==> config.mk <==
export PLATFORM = sky130hd
export DESIGN_NAME = intersection_sequencer
export DESIGN_NICKNAME = d
export VERILOG_FILES = /design/src/rtl/intersection_sequencer.sv
export SDC_FILE = /design/constraint.sdc
export NUM_CORES = 1
export LEC_CHECK = 0
export CAP_MARGIN = 0
export CORE_UTILIZATION = 40
export CTS_CLUSTER_DIAMETER = 80
export DETAILED_ROUTE_END_ITERATION = 6
export DONT_BUFFER_PORTS = 1
export PLACE_DENSITY_LB_ADDON = 0.12
export SYNTH_ARGS = -nofsm -noshare
export SYNTH_HDL_FRONTEND = slang
export SYNTH_SLANG_ARGS = --single-unit
export TNS_END_PERCENT = 100
==> constraint.sdc <==
create_clock -name clk -period 2.9 [get_ports clk]
set_input_delay 0.58 -clock clk [delete_from_list [all_inputs] [get_ports clk]]
set_output_delay 0.58 -clock clk [all_outputs]
set_load 0.01 [all_outputs]
==> src/rtl/intersection_sequencer.sv <==
// Moore controller for a highway / country-road crossing: debounced country sensor,
// latched pedestrian requests and emergency preemption that waits for clearance intervals.
module intersection_sequencer #(
    parameter int unsigned GREEN_MIN = 8,
    parameter int unsigned GREEN_MAX = 20,
    parameter int unsigned YELLOW_T  = 3,
    parameter int unsigned ALLRED_T  = 2,
    parameter int unsigned PED_T     = 5,
    parameter int unsigned DEB       = 4
) (
    input  logic       clk,
    input  logic       reset,
    input  logic       sensor,
    input  logic       ped_req,
    input  logic       emerg,
    output logic [1:0] hwy,
    output logic [1:0] cntry,
    output logic       walk,
    output logic       ped_ack,
    output logic [2:0] phase
);
    typedef enum logic [2:0] {
        S_HG  = 3'd0,
        S_HY  = 3'd1,
        S_ARH = 3'd2,
        S_PED = 3'd3,
        S_CG  = 3'd4,
        S_CY  = 3'd5,
        S_ARC = 3'd6,
        S_EMG = 3'd7
    } state_t;

    localparam logic [1:0] LAMP_RED = 2'b00;
    localparam logic [1:0] LAMP_YEL = 2'b01;
    localparam logic [1:0] LAMP_GRN = 2'b10;

    localparam logic [7:0] GMIN_LAST = 8'(GREEN_MIN - 1);
    localparam logic [7:0] GMAX_LAST = 8'(GREEN_MAX - 1);
    localparam logic [7:0] YEL_LAST  = 8'(YELLOW_T - 1);
    localparam logic [7:0] AR_LAST   = 8'(ALLRED_T - 1);
    localparam logic [7:0] PED_LAST  = 8'(PED_T - 1);
    localparam logic [7:0] DEB_LAST  = 8'(DEB - 1);

    state_t     state_q, state_d;
    logic [7:0] timer_q, timer_d;
    logic       ped_pending_q, ped_pending_d;
    logic       sync1_q, sync2_q, sensor_db_q;
    logic [7:0] db_cnt_q;
    logic [1:0] hwy_q, cntry_q;
    logic       walk_q, ped_ack_q;
    logic [2:0] phase_q;

    // Lamp pattern {hwy, cntry, walk} for a state.
    function automatic logic [4:0] lamps(input state_t s);
        case (s)
            S_HG:    lamps = {LAMP_GRN, LAMP_RED, 1'b0};
            S_HY:    lamps = {LAMP_YEL, LAMP_RED, 1'b0};
            S_PED:   lamps = {LAMP_RED, LAMP_RED, 1'b1};
            S_CG:    lamps = {LAMP_RED, LAMP_GRN, 1'b0};
            S_CY:    lamps = {LAMP_RED, LAMP_YEL, 1'b0};
            default: lamps = {LAMP_RED, LAMP_RED, 1'b0};
        endcase
    endfunction

    // Sensor synchronizer and debouncer: toggle only after DEB consecutive disagreeing cycles.
    always_ff @(posedge clk or negedge reset) begin
        if (!reset) begin
            sync1_q     <= 1'b0;
            sync2_q     <= 1'b0;
            sensor_db_q <= 1'b0;
            db_cnt_q    <= 8'd0;
        end else begin
            sync1_q <= sensor;
            sync2_q <= sync1_q;
            if (sync2_q == sensor_db_q) begin
                db_cnt_q <= 8'd0;
            end else if (db_cnt_q == DEB_LAST) begin
                sensor_db_q <= ~sensor_db_q;
                db_cnt_q    <= 8'd0;
            end else begin
                db_cnt_q <= db_cnt_q + 8'd1;
            end
        end
    end

    // Next-state, phase timer and pedestrian latch.
    always_comb begin
        state_d = state_q;
        case (state_q)
            S_HG:  if (emerg || (timer_q >= GMIN_LAST && (sensor_db_q || ped_pending_q))) state_d = S_HY;
                   else state_d = S_HG;
            S_HY:  if (timer_q == YEL_LAST) state_d = S_ARH;
                   else state_d = S_HY;
            S_ARH: if (timer_q != AR_LAST) state_d = S_ARH;
                   else if (emerg)         state_d = S_EMG;
                   else if (ped_pending_q) state_d = S_PED;
                   else                    state_d = S_CG;
            S_PED: if (emerg)                    state_d = S_EMG;
                   else if (timer_q != PED_LAST) state_d = S_PED;
                   else if (sensor_db_q)         state_d = S_CG;
                   else                          state_d = S_HG;
            S_CG:  if (emerg || timer_q == GMAX_LAST || (timer_q >= GMIN_LAST && !sensor_db_q)) state_d = S_CY;
                   else state_d = S_CG;
            S_CY:  if (timer_q == YEL_LAST) state_d = S_ARC;
                   else state_d = S_CY;
            S_ARC: if (timer_q != AR_LAST) state_d = S_ARC;
                   else if (emerg)         state_d = S_EMG;
                   else                    state_d = S_HG;
            S_EMG: if (emerg) state_d = S_EMG;
                   else       state_d = S_HG;
            default: state_d = S_HG;
        endcase

        // Saturate so an indefinite HG/EMG dwell never wraps back below GREEN_MIN.
        if (state_d != state_q)     timer_d = 8'd0;
        else if (timer_q == 8'hFF)  timer_d = timer_q;
        else                        timer_d = timer_q + 8'd1;

        if (state_d == S_PED && state_q != S_PED)  ped_pending_d = 1'b0;
        else if (ped_req && state_q != S_PED)      ped_pending_d = 1'b1;
        else                                       ped_pending_d = ped_pending_q;
    end

    // State register; outputs are registered from the next state so they line up with it.
    always_ff @(posedge clk or negedge reset) begin
        if (!reset) begin
            state_q       <= S_HG;
            timer_q       <= 8'd0;
            ped_pending_q <= 1'b0;
            hwy_q         <= LAMP_GRN;
            cntry_q       <= LAMP_RED;
            walk_q        <= 1'b0;
            ped_ack_q     <= 1'b0;
            phase_q       <= 3'd0;
        end else begin
            state_q                  <= state_d;
            timer_q                  <= timer_d;
            ped_pending_q            <= ped_pending_d;
            {hwy_q, cntry_q, walk_q} <= lamps(state_d);
            ped_ack_q                <= (state_d == S_PED) && (state_q != S_PED);
            phase_q                  <= state_d;
        end
    end

    assign hwy     = hwy_q;
    assign cntry   = cntry_q;
    assign walk    = walk_q;
    assign ped_ack = ped_ack_q;
    assign phase   = phase_q;
endmodule
==> flow_metrics.tcl, run 1 <==
# implementation run metrics
set metrics [dict create \
    hold_slack_ns 0.104 \
    mostFrequentLayoutCells "dfrtp_1 (28), nor2_1 (15), nand3_1 (8), nor3_1 (8), a21oi_1 (7)" \
    cts-resized-gates 0 \
    crit_cells 5 \
    antenna_found_initial 0 \
    place_inst 206 \
    clock_buffers 6 \
    path_clk_slew_ns 0.07 \
    start_kind "flip-flop" \
    cts_root_buf "clkbuf_8" \
    drc 0 \
    p_sw_mw 0.655 \
    crit_chain "or4_1 > nor2_1 > mux2_2 > a211o_1 > nor3_1" \
    clockPowerShare 0.264 \
    final_max_slew_viol_count 0 \
    tightest_slew_ns 0.536 \
    dr_wl_met3_um 128 \
    htree_levels 2 \
    worst_path_largest_cell_delay_ns 0.70 \
    insertion_delay_ns 0.28 \
    ys_area_um2 1650 \
    post-cts-setup-buffer-count 0 \
    syn_inst 162 \
    critPathMaxFanout 8 \
    grt_pass1_wl_mm 5.78 \
    setup_viol 0 \
    critPathRequiredTime_ns 3.09 \
    chipHeight_um 66.3 \
    pwr-share-seq 0.395 \
    total_power_mw 1.67 \
    yosysUniqueCellTypes 53 \
    logic_gate_count 121 \
    outcome "finished, final reports clean" \
    area_share_nonclk_buffers 0.0109 \
    grt_start_max_net_pins 29 \
]
run 1: per-layer routing:
| layer | vias up | global-route usage |
|---|---|---|
| met5 | - | 0 |
| met4 | 0 | 0.0718 |
| met3 | 8 | 0.0466 |
| met2 | 25 | 0.281 |
| met1 | 619 | 0.225 |
| li1 | 600 | - |
run 1: synth_stat cells, types with 2 or more instances:
master | count | area (µm²)
a21oi_1 | 7 | 35.0
a31oi_1 | 5 | 31.3
and3_1 | 6 | 37.5
and4b_1 | 2 | 20.0
clkbuf_1 | 5 | 18.8
dfrtp_1 | 28 | 701
ha_1 | 5 | 62.6
inv_1 | 6 | 22.5
mux2_2 | 2 | 22.5
nand2_1 | 5 | 18.8
nand2b_1 | 4 | 25.0
nand3_1 | 8 | 40.0
nand3b_1 | 2 | 15.0
nor2_1 | 15 | 56.3
nor2b_1 | 3 | 18.8
nor3_1 | 8 | 40.0
nor3b_1 | 4 | 30.0
nor4b_1 | 2 | 17.5
nor4b_2 | 2 | 30.0
o21ai_0 | 2 | 10.0
o31ai_1 | 3 | 22.5
xnor2_1 | 2 | 17.5
xor2_1 | 6 | 52.6
run 1: logic make-up (layout without fill, tap and decap cells):
group,Yosys count,in the layout
AOI/OAI and AO/OA,35,35
muxes,3,3
and+or+nand+nor,70,70
DFF,29,29
buffers and inverters,12,15
xor gates and xnor gates,8,8
adders and majority gates,5,5
run 1: power by group through the flow:
stage,sequential [mW],clock (mW),combinational (mW)
after floorplan,0.601,0,0.497
after global placement,0.666,0,0.553
after detailed placement,0.669,0,0.561
after CTS,0.661,0.448,0.577
after global routing,0.680,0.471,0.653
final,0.661,0.441,0.571
run 1: sequential cells by signal (all words and copies together), names as in the netlist, 2 cells and up:
register	count
cntry	2
phase	3
hwy	2
db_cnt_q	8
timer_q	8
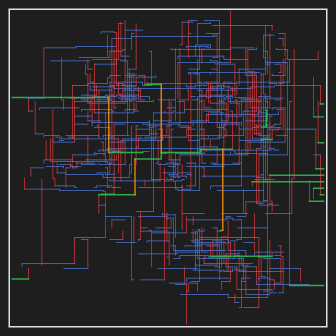
run_1/wires.png
metal 4: drawn in orange, wire length 50.3 µm. metal 2: drawn in red, wire length 1620 µm. metal 1: drawn in blue, wire length 1560 µm. metal 3: drawn in green, wire length 129 µm.
vias: 1252
GRT Util Overall: 0.176
post-DR wirelength/cell: 15.6 µm
DRT Wirelength: 3.36 mm

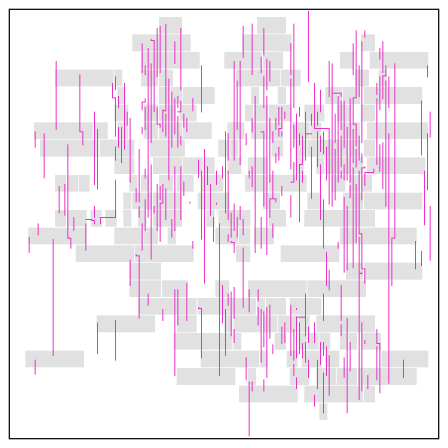
run_1/layer_met2.png
Cells faint in the background.
The wires run mostly vertical. The layer carries 1620 µm of wire. The layer holds 48% of the routed length. 149 nets have wire on it.
met2 Track Usage GR: 0.281

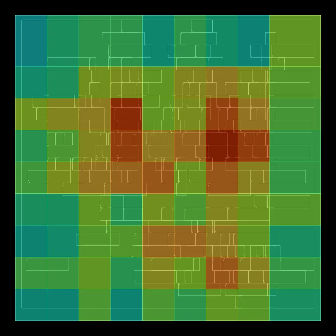
run_1/congestion.png
Layout Utilization: 0.461
grt peak-use layer: met2
met1 Usage GRT: 0.225

run_1/clk_routes.png
Scale bar: 20 µm.
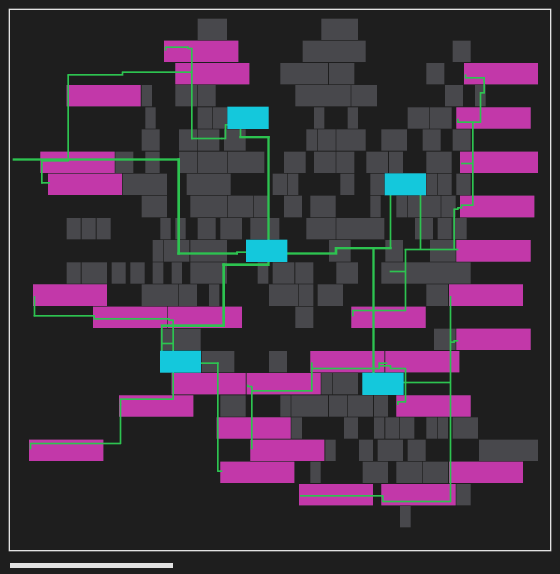

==> inputs of run 2 (changes only) <==
==> constraint.sdc (replaced) <==
create_clock -name clk -period 2.2 [get_ports clk]
set_input_delay 0.44 -clock clk [delete_from_list [all_inputs] [get_ports clk]]
set_output_delay 0.44 -clock clk [all_outputs]
set_load 0.01 [all_outputs]
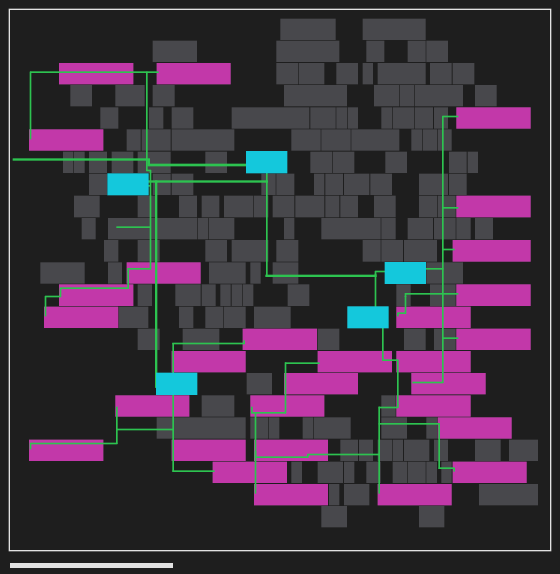
run_2/clk_routes.png
Scale bar: 20 µm.
clock wires: drawn in green, length 377 µm. clock drivers: drawn in cyan, count 5. flip-flops: drawn in magenta, count 29.
Position of the flops: all over the die. There are 6 routed clock nets.
clock power share: 0.249
Clock Power: 0.657 mW
skew final: 0.00923 ns
Worst-Skew Late Latency: 0.28 ns

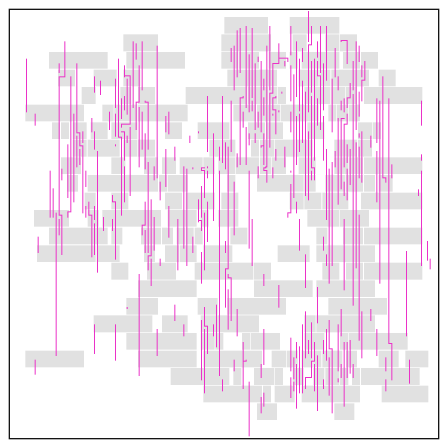
run_2/layer_met2.png
Cells faint in the background.
The longest straight run is 37.9 µm. The wires run mostly vertical. 161 nets have wire on it.

==> run 2 against run 1 <==
Compared with the run above: synthesized area stayed put; fmax is 9.2% higher; critical path depth is 2 higher; worst hold slack better by 0.086 ns; clock skew is 0.0038 ns higher; clock power is 49% higher.
==> flow_metrics.tcl, run 2 <==
# implementation run metrics
set metrics [dict create \
    grt_pass1_wl_mm 5.89 \
    top_area_frac 0.424 \
    path_clk_slew_ns 0.06 \
    antenna_found_initial 0 \
    outcome "finished, final reports clean" \
    drc 0 \
    wirelength_mm 3.66 \
    wire_per_inst_um 15.5 \
    tightest_slew_ns 0.513 \
    yosysUniqueCellTypes 53 \
    avgSynthCellArea_um2 10.2 \
    start_kind "flip-flop" \
    top_cell "dfrtp_1" \
    vias 1317 \
    ys_area_um2 1650 \
    chipHeight_um 66.3 \
    setup_viol 0 \
    post-cts-setup-buffer-count 0 \
    crit_chain "inv_1 > ha_1 > or3b_2 > nor2_2 > mux2_2 > a211o_1 > nor3b_1" \
    htree_levels 2 \
    topCellsByArea "dfrtp_1 (42%), ha_1 (3.8%), nor2_1 (3.4%)" \
    worst_path_largest_cell_delay_ns 0.47 \
    cts_root_buf "clkbuf_8" \
    synth.top_cells.by_count "dfrtp_1 (28), nor2_1 (15), nand3_1 (8), nor3_1 (8), a21oi_1 (7)" \
    final_max_slew_viol_count 0 \
    mostFrequentLayoutCells "dfrtp_1 (28), buf_4 (19), nor2_1 (14), nand3_1 (8), a21oi_1 (7)" \
    grt.total_usage 0.179 \
    critPathMaxFanout 5 \
    total_power_mw 2.64 \
]
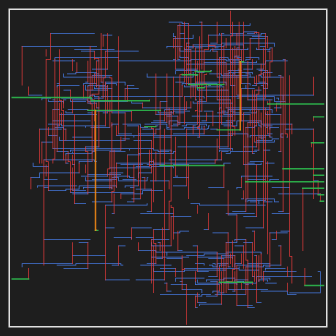
run_2/wires.png
metal 1: drawn in blue, wire length 1730 µm. metal 3: drawn in green, wire length 145 µm. metal 2: drawn in red, wire length 1750 µm. metal 4: drawn in orange, wire length 39.4 µm.

## run 2: worst paths after layout
check	from	endpoint	slack (ns)	cells after the start
setup / recovery	timer_q[1]	cntry[1]	0.08	7
hold / removal	sensor	sync1_q	0.19	0
setup reg to reg	timer_q[1]	cntry[1]	0.08	7
hold reg to reg	sync1_q	sync2_q	0.36	0
max in group asynchronous	reset	hwy[1]	1.37	2
min in group asynchronous	reset	db_cnt_q[5]	0.59	2
## run 2: through the flow
step           setup TNS [ns]  hold slack (ns)  instances
2_1_floorplan               0            0.144        162
3_3_place_gp                0            0.145        223
3_5_place_dp                0            0.145        223
4_1_cts                     0            0.177        233
5_1_grt                -0.199            0.167        236
6_report                    0            0.190        236
## run 2: per-layer routing
layer	part of all wire	global-route usage
met5	0	0
met4	0.011	0.0399
met3	0.039	0.0603
met2	0.48	0.291
met1	0.47	0.229
## run 2: final cells by class
cell class                      count  area (µm²)
Multi-Input combinational cell    121         965
Clock buffer                        5        68.8
Inverter                            6        22.5
Clock inverter                      3        65.1
Sequential cell                    29         727
Fill cell                         375        1870
Timing Repair Buffer               22         193
Tap cell                           50        62.6
## run 2: power by group
| group | internal, mW | total, mW | switching [mW] |
|---|---|---|---|
| registers | 0.664 | 0.832 | 0.168 |
| clock network | 0.450 | 0.657 | 0.208 |
| logic | 0.543 | 1.15 | 0.611 |
## run 2: logic make-up (layout without fill, tap and decap cells)
| kind of cell | Yosys count | count (layout) | share of synthesized area |
|---|---|---|---|
| buffers and inverters | 12 | 36 | 0.0280 |
| AND/OR/NAND/NOR | 70 | 70 | 0.254 |
| XOR/XNOR | 8 | 8 | 0.0424 |
| AND-OR/OR-AND | 35 | 35 | 0.178 |
| flip-flops | 29 | 29 | 0.440 |
| adder cells (fa/ha/maj) | 5 | 5 | 0.0379 |
| multiplexers | 3 | 3 | 0.0197 |
==> inputs of run 3 (changes only) <==
--- a/config.mk
+++ b/config.mk
@@ -5,7 +5,6 @@
 export SDC_FILE = /design/constraint.sdc
 export NUM_CORES = 1
 export LEC_CHECK = 0
-export CAP_MARGIN = 0
 export CORE_UTILIZATION = 40
 export CTS_CLUSTER_DIAMETER = 80
 export DETAILED_ROUTE_END_ITERATION = 6
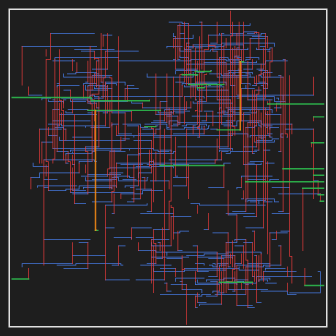
run_3/wires.png
metal 1: drawn in blue, wire length 1730 µm. metal 4: drawn in orange, wire length 39.4 µm. metal 2: drawn in red, wire length 1750 µm. metal 3: drawn in green, wire length 145 µm.
DRT Wirelength: 3.66 mm
GRT Util Overall: 0.179
post-DR wirelength/cell: 15.5 µm
vias: 1317

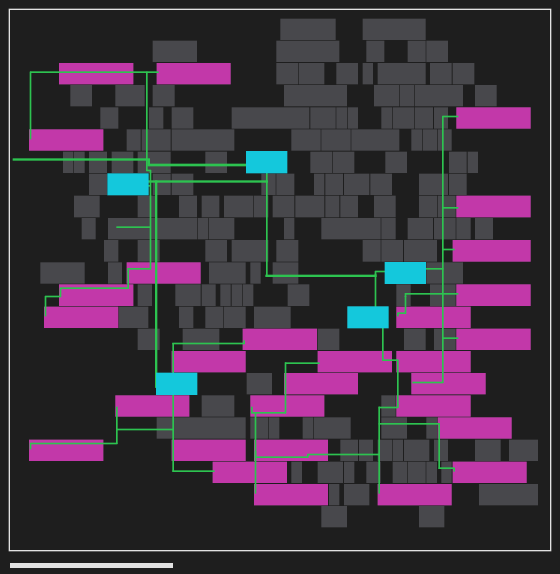
run_3/clk_routes.png
Scale bar: 20 µm.
flip-flops: drawn in magenta, count 29. clock drivers: drawn in cyan, count 5. clock wires: drawn in green, length 377 µm.
Position of the flops: all over the die. There are 6 routed clock nets.

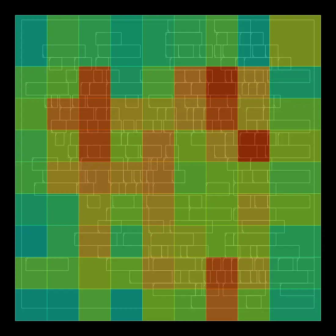
run_3/congestion.png
met2 Track Usage GR: 0.291
met1 Usage GRT: 0.229
met3 usage: 0.0603
Layout Utilization: 0.530

==> run 3 against run 2 <==
Compared with the run above: total power stayed put; routed wire length is the same; via count unchanged; count of clock-buffer cells in the layout is the same; flip-flop count stayed put; synthesized area unchanged; non-clock buffer count did not move; setup slack did not move; combinational power barely moved; critical path type unchanged; critical endpoint unchanged; largest cell class unchanged; largest power group unchanged.
==> flow_metrics.tcl, run 3 <==
# implementation run metrics
set metrics [dict create \
    final_max_slew_viol_count 0 \
    critPathMaxFanout 5 \
    grt-busiest-layer "met2" \
    yosysUniqueCellTypes 53 \
    synth.top_cells.by_count "dfrtp_1 (28), nor2_1 (15), nand3_1 (8), nor3_1 (8), a21oi_1 (7)" \
    final_cells 236 \
    hold_slack_ns 0.190 \
    m1WireLength_mm 1.73 \
    p_sw_mw 0.987 \
    share_comb_of_total_power 0.437 \
    pwr-share-seq 0.315 \
    crit_chain "inv_1 > ha_1 > or3b_2 > nor2_2 > mux2_2 > a211o_1 > nor3b_1" \
    chipHeight_um 66.3 \
    grt_pass1_wl_mm 5.89 \
    insertion_delay_ns 0.28 \
    outcome "finished, final reports clean" \
    path_clk_slew_ns 0.06 \
    clock_skew_ns 0.00923 \
    ys_area_um2 1650 \
    start_kind "flip-flop" \
]
-- run 3: cell counts after synthesis --
Identical to the previous run, type by type.
-- run 3: worst paths after layout --
check / startpoint / to / slack (ns) / cells after the start
hold / removal: sensor / sync1_q / 0.19 / 0
hold reg to reg: sync1_q / sync2_q / 0.36 / 0
min in group asynchronous: reset / db_cnt_q[5] / 0.59 / 2
setup reg to reg: timer_q[1] / cntry[1] / 0.08 / 7
setup / recovery: timer_q[1] / cntry[1] / 0.08 / 7
max in group asynchronous: reset / hwy[1] / 1.37 / 2
-- run 3: what timing repair did --
action	4_1_cts	5_1_grt
gates resized	1	13
pin swaps	0	6
endpoints found under the hold margin	29	0
setup endpoints to repair	1	14
setup buffers	0	3
hold buffers	2	0
-- run 3: area by class of cell --
type	instances	area [µm²]	area share
Clock inverter	3	65.1	0.0309
Multi-Input combinational cell	121	965	0.459
Clock buffer	5	68.8	0.0327
Tap cell	50	62.6	0.0297
Inverter	6	22.5	0.0107
Timing Repair Buffer	22	193	0.0916
Sequential cell	29	727	0.346
-- run 3: cells by family after synthesis --
kind of cell               Yosys count  synth area share
DFF                                 29             0.440
adders and majority gates            5            0.0379
and+or+nand+nor                     70             0.254
muxes                                3            0.0197
buffers and inverters               12            0.0280
xor gates and xnor gates             8            0.0424
AOI/OAI and AO/OA                   35             0.178
-- run 3: power by group through the flow --
stage / sequential (mW) / combinational (mW) / clock (mW)
2_1_floorplan: 0.792 / 0.656 / 0
3_5_place_dp: 0.843 / 0.910 / 0
3_3_place_gp: 0.836 / 0.901 / 0
6_report: 0.832 / 1.15 / 0.657
4_1_cts: 0.832 / 0.949 / 0.670
5_1_grt: 0.850 / 1.26 / 0.699

==> notes/layouts.md <==
Pictures saved along the way, in no particular order.

M3 wires.
Scale bar: 20 µm. Cells faint in the background.
picture 1
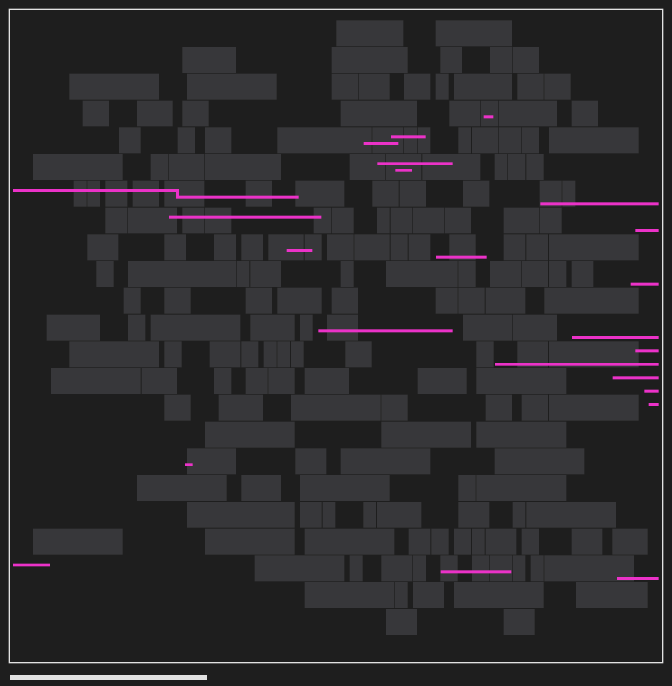
picture 2
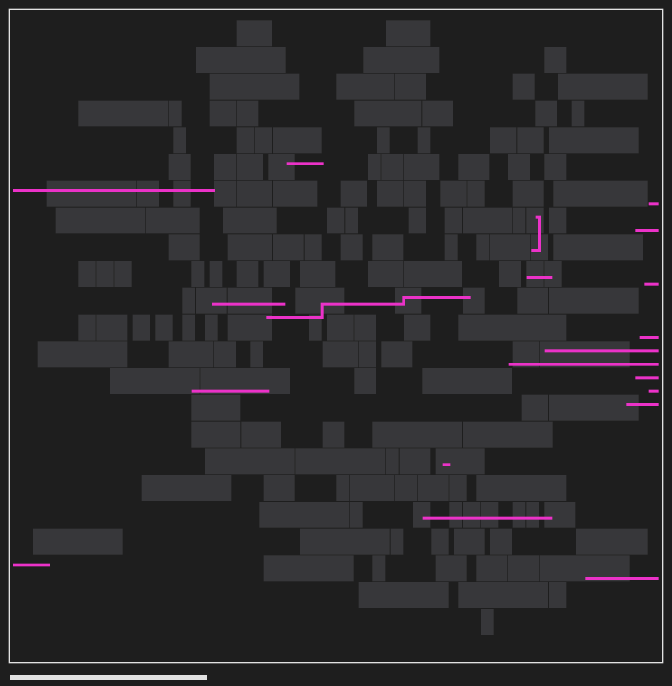
run 1: picture 2
run 3: picture 1

Power is estimated from default activity; no workload was simulated.
